Fig. 1: placed cells, one color a class
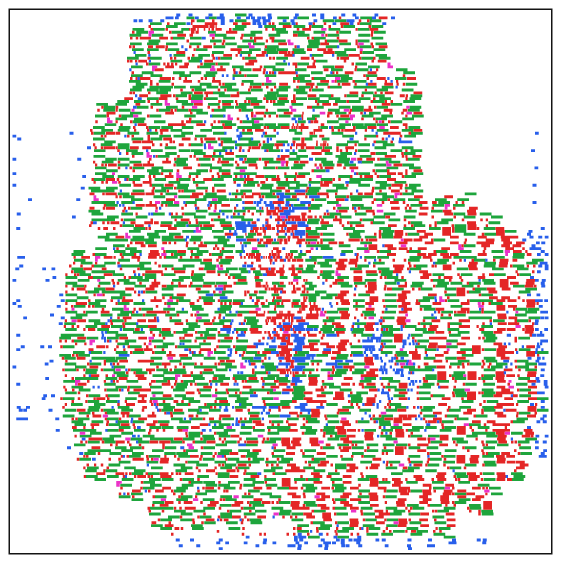
Fig. 2: clock distribution
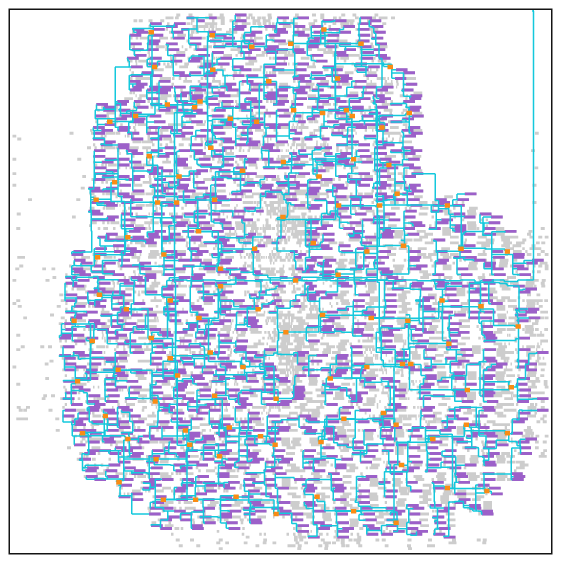
Fig. 3: clock routing
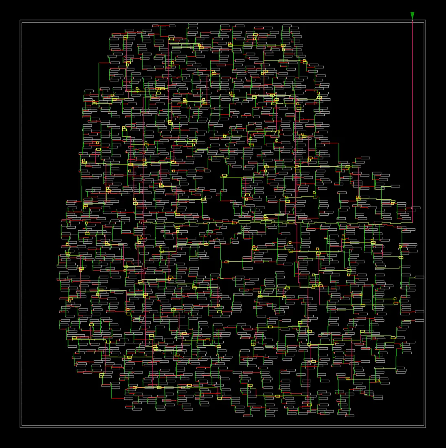
Fig. 4: sequential cells grouped by signal name
Scale bar: 200 um.
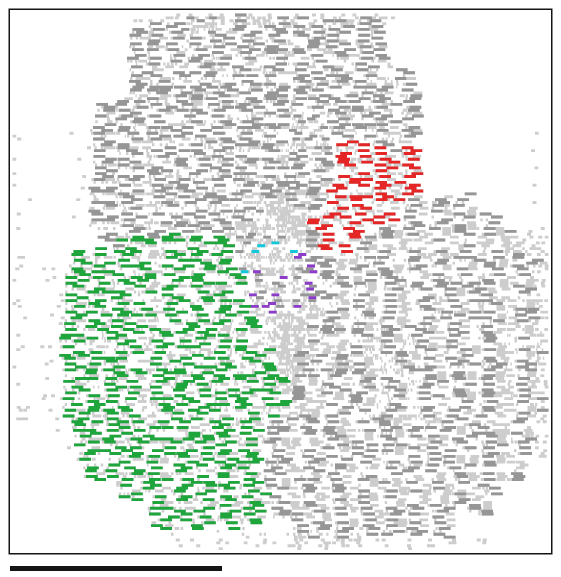
File: config.mk
export PLATFORM = sky130hd
export DESIGN_NAME = reorder_buffer
export DESIGN_NICKNAME = d
export VERILOG_FILES = /design/src/rtl/reorder_buffer.sv
export SDC_FILE = /design/constraint.sdc
export NUM_CORES = 2
export LEC_CHECK = 0
export CORE_AREA = 2 2 508 510
export CTS_BUF_LIST = sky130_fd_sc_hd__clkbuf_4 sky130_fd_sc_hd__clkbuf_8
export CTS_CLUSTER_DIAMETER = 150
export CTS_CLUSTER_SIZE = 16
export DETAILED_ROUTE_END_ITERATION = 10
export DIE_AREA = 0 0 510 512
export GPL_ROUTABILITY_DRIVEN = 0
export GPL_TIMING_DRIVEN = 0
export PLACE_DENSITY = 0.51
export SETUP_SLACK_MARGIN = 0.2
export SYNTH_ARGS = -nofsm -noshare
export SYNTH_HDL_FRONTEND = slang
export SYNTH_SLANG_ARGS = --single-unit
File: constraint.sdc
create_clock -name clock -period 9.7 [get_ports clock]
set_input_delay 1.94 -clock clock [delete_from_list [all_inputs] [get_ports clock]]
set_output_delay 1.94 -clock clock [all_outputs]
set_load 0.02 [all_outputs]
File: src/rtl/reorder_buffer.sv
// In-order retirement buffer: allocates at tail, accepts out-of-order writebacks by index,
// retires completed entries from head. Optional macro ROB_WB_BYPASS_EN forwards writebacks.
module reorder_buffer #(
  parameter int unsigned DEPTH = 16,
  parameter int unsigned IDX_W = 4
) (
  input  logic             clock,
  input  logic             reset_n,

  input  logic             alloc_req,
  input  logic [31:0]      alloc_pc,
  input  logic [4:0]       alloc_dest_reg,
  input  logic             alloc_dest_reg_valid,
  output logic             alloc_ready,
  output logic [IDX_W-1:0] alloc_idx,

  input  logic             wb_valid,
  input  logic [IDX_W-1:0] wb_idx,
  input  logic [31:0]      wb_result_lo,
  input  logic [31:0]      wb_result_hi,

  input  logic [IDX_W-1:0] rd_a_idx,
  output logic             rd_a_ready,
  output logic [31:0]      rd_a_data,
  input  logic [IDX_W-1:0] rd_b_idx,
  output logic             rd_b_ready,
  output logic [31:0]      rd_b_data,

  output logic             commit_valid,
  output logic [31:0]      commit_pc,
  output logic [4:0]       commit_dest_reg,
  output logic             commit_dest_reg_valid,
  output logic [31:0]      commit_result_lo,
  output logic [31:0]      commit_result_hi,

  input  logic             flush,
  output logic [IDX_W:0]   count,
  output logic             empty
);

  localparam int unsigned PTR_W = IDX_W + 1;

  // Pointers carry an extra wrap bit to tell full from empty.
  logic [PTR_W-1:0] head_q, head_d;
  logic [PTR_W-1:0] tail_q, tail_d;
  logic [IDX_W:0]   count_q, count_d;
  logic [DEPTH-1:0] valid_q, valid_d;
  logic [DEPTH-1:0] done_q, done_d;

  logic [31:0] pc_q        [DEPTH];
  logic [4:0]  dest_reg_q  [DEPTH];
  logic        dest_vld_q  [DEPTH];
  logic [31:0] result_lo_q [DEPTH];
  logic [31:0] result_hi_q [DEPTH];

  logic [IDX_W-1:0] head_idx;
  logic [IDX_W-1:0] tail_idx;
  logic             full;
  logic             is_empty;
  logic             alloc_fire;
  logic             wb_hit;

  assign head_idx   = head_q[IDX_W-1:0];
  assign tail_idx   = tail_q[IDX_W-1:0];
  assign is_empty   = (head_q == tail_q);
  assign full       = (head_idx == tail_idx) && (head_q[IDX_W] != tail_q[IDX_W]);
  assign alloc_ready = !full;
  assign alloc_idx  = tail_idx;
  assign alloc_fire = alloc_req && alloc_ready;
  assign wb_hit     = wb_valid && valid_q[wb_idx];
  assign empty      = is_empty;
  assign count      = count_q;

  // Commit sees only registered done, so a writeback to head retires next cycle at the earliest.
  assign commit_valid = !is_empty && done_q[head_idx];

  always_comb begin
    commit_pc             = '0;
    commit_dest_reg       = '0;
    commit_dest_reg_valid = 1'b0;
    commit_result_lo      = '0;
    commit_result_hi      = '0;
    if (commit_valid) begin
      commit_pc             = pc_q[head_idx];
      commit_dest_reg       = dest_reg_q[head_idx];
      commit_dest_reg_valid = dest_vld_q[head_idx];
      commit_result_lo      = result_lo_q[head_idx];
      commit_result_hi      = result_hi_q[head_idx];
    end
  end

  always_comb begin
    valid_d = valid_q;
    done_d  = done_q;
    head_d  = head_q;
    tail_d  = tail_q;
    count_d = count_q;
    if (wb_hit) begin
      done_d[wb_idx] = 1'b1;
    end
    if (alloc_fire) begin
      valid_d[tail_idx] = 1'b1;
      done_d[tail_idx]  = 1'b0;
      tail_d            = tail_q + PTR_W'(1);
    end
    // Commit clears after writeback so a late duplicate writeback cannot revive a freed slot.
    if (commit_valid) begin
      valid_d[head_idx] = 1'b0;
      done_d[head_idx]  = 1'b0;
      head_d            = head_q + PTR_W'(1);
    end
    count_d = count_q + PTR_W'(alloc_fire) - PTR_W'(commit_valid);
    if (flush) begin
      valid_d = '0;
      done_d  = '0;
      head_d  = '0;
      tail_d  = '0;
      count_d = '0;
    end
  end

  always_ff @(posedge clock) begin
    if (!reset_n) begin
      head_q  <= '0;
      tail_q  <= '0;
      count_q <= '0;
      valid_q <= '0;
      done_q  <= '0;
    end else begin
      head_q  <= head_d;
      tail_q  <= tail_d;
      count_q <= count_d;
      valid_q <= valid_d;
      done_q  <= done_d;
    end
  end

  // Payload storage is cleared on reset so every data output reads 0 afterwards.
  always_ff @(posedge clock) begin
    if (!reset_n) begin
      for (int unsigned i = 0; i < DEPTH; i++) begin
        pc_q[i]        <= '0;
        dest_reg_q[i]  <= '0;
        dest_vld_q[i]  <= 1'b0;
        result_lo_q[i] <= '0;
        result_hi_q[i] <= '0;
      end
    end else if (!flush) begin
      if (alloc_fire) begin
        pc_q[tail_idx]       <= alloc_pc;
        dest_reg_q[tail_idx] <= alloc_dest_reg;
        dest_vld_q[tail_idx] <= alloc_dest_reg_valid;
      end
      if (wb_hit) begin
        result_lo_q[wb_idx] <= wb_result_lo;
        result_hi_q[wb_idx] <= wb_result_hi;
      end
    end
  end

  always_comb begin
    rd_a_ready = valid_q[rd_a_idx] && done_q[rd_a_idx];
    rd_a_data  = result_lo_q[rd_a_idx];
    rd_b_ready = valid_q[rd_b_idx] && done_q[rd_b_idx];
    rd_b_data  = result_lo_q[rd_b_idx];
`ifdef ROB_WB_BYPASS_EN
    if (wb_hit && (wb_idx == rd_a_idx)) begin
      rd_a_ready = 1'b1;
      rd_a_data  = wb_result_lo;
    end
    if (wb_hit && (wb_idx == rd_b_idx)) begin
      rd_b_ready = 1'b1;
      rd_b_data  = wb_result_lo;
    end
`endif
  end

endmodule

==> impl_metrics.toml <==
# implementation run metrics
[flow_run]
maxCapViolCount = 1

[routing]
drt_drc_violations_left = 0
vias_per_cell = 5.62
drt_iter0_markers = 6710
drtAntennaViolNets = 0

[synthesis]
netlist_area_um2 = 84000
ys_seq_share_pct = 59.4
xor_share_pct = 0.146
ys_top_logic_family = "multiplexers"

[power]
p_comb_share_pct = 9.3
finalPower_mw = 13.4

[final_timing]
slew_violations = 10

[setup_path]
rrSetupSlack_ns = 5.02
startpoint = "rd_b_idx[1]"
worstPathRequired_ns = 7.76
cp_num_cells = 8

[cts]
cts_max_path_buffers = 3

[floorplan]
die_h_um = 512

[layout]
mostFrequentLayoutCell = "edfxtp_1"
largestClassByArea = "registers"

[outcome]
outcome = "finished with violations"
violations = "capacitance limit, slew limit"

[global_route]
grt_pass1_vias = 51630
Back to the opening pictures, Fig. 1:
Key: green = flops [cells 1683]; blue = other buffers and delay cells [cells 908]; magenta = clock drivers and dummy loads [cells 196]; red = combinational and other logic [cells 2941]

Back to the opening pictures, Fig. 2:
Key: orange = clock drivers [count 115]; purple = flip-flops [count 1683]; cyan = clock wires [length 22.7 mm]
There are 116 routed clock nets. Position of the flops: spread over the die.

Back to the opening pictures, Fig. 3:
clk_skew: 0.0781 ns
CTS Buf Count: 115
Flops: 1683

Back to the opening pictures, Fig. 4:
Key: purple = `valid_q` [flops 16, where center]; cyan = `head_q` [flops 5, where center]; green = `result_hi_q` [flops 512]; red = `dest_reg_q` [flops 80]
Another 1070 sequential cells are not colored.

## metal layers
layer  up-vias  wire [um]  global-route usage (%)
li1      20872          -                       -
met1     27508     128000                    32.3
met2      2524     143000                    36.4
met3       448      25500                    4.37
met4        14      11600                    8.43
met5         -         75                       0
## cells in the mapped netlist, drive strengths merged (13+ instances only)
master / instances / area [um2]
nor2: 37 / 159
nand2: 65 / 246
buf: 103 / 533
dfxtp: 67 / 1340
ha: 13 / 163
nand3: 25 / 125
edfxtp: 1616 / 48500
and2: 1429 / 8940
clkbuf: 434 / 1650
a21oi: 31 / 159
and3: 303 / 1900
mux4: 841 / 18900
o21ai: 48 / 240
a211oi: 20 / 155
inv: 17 / 63.8
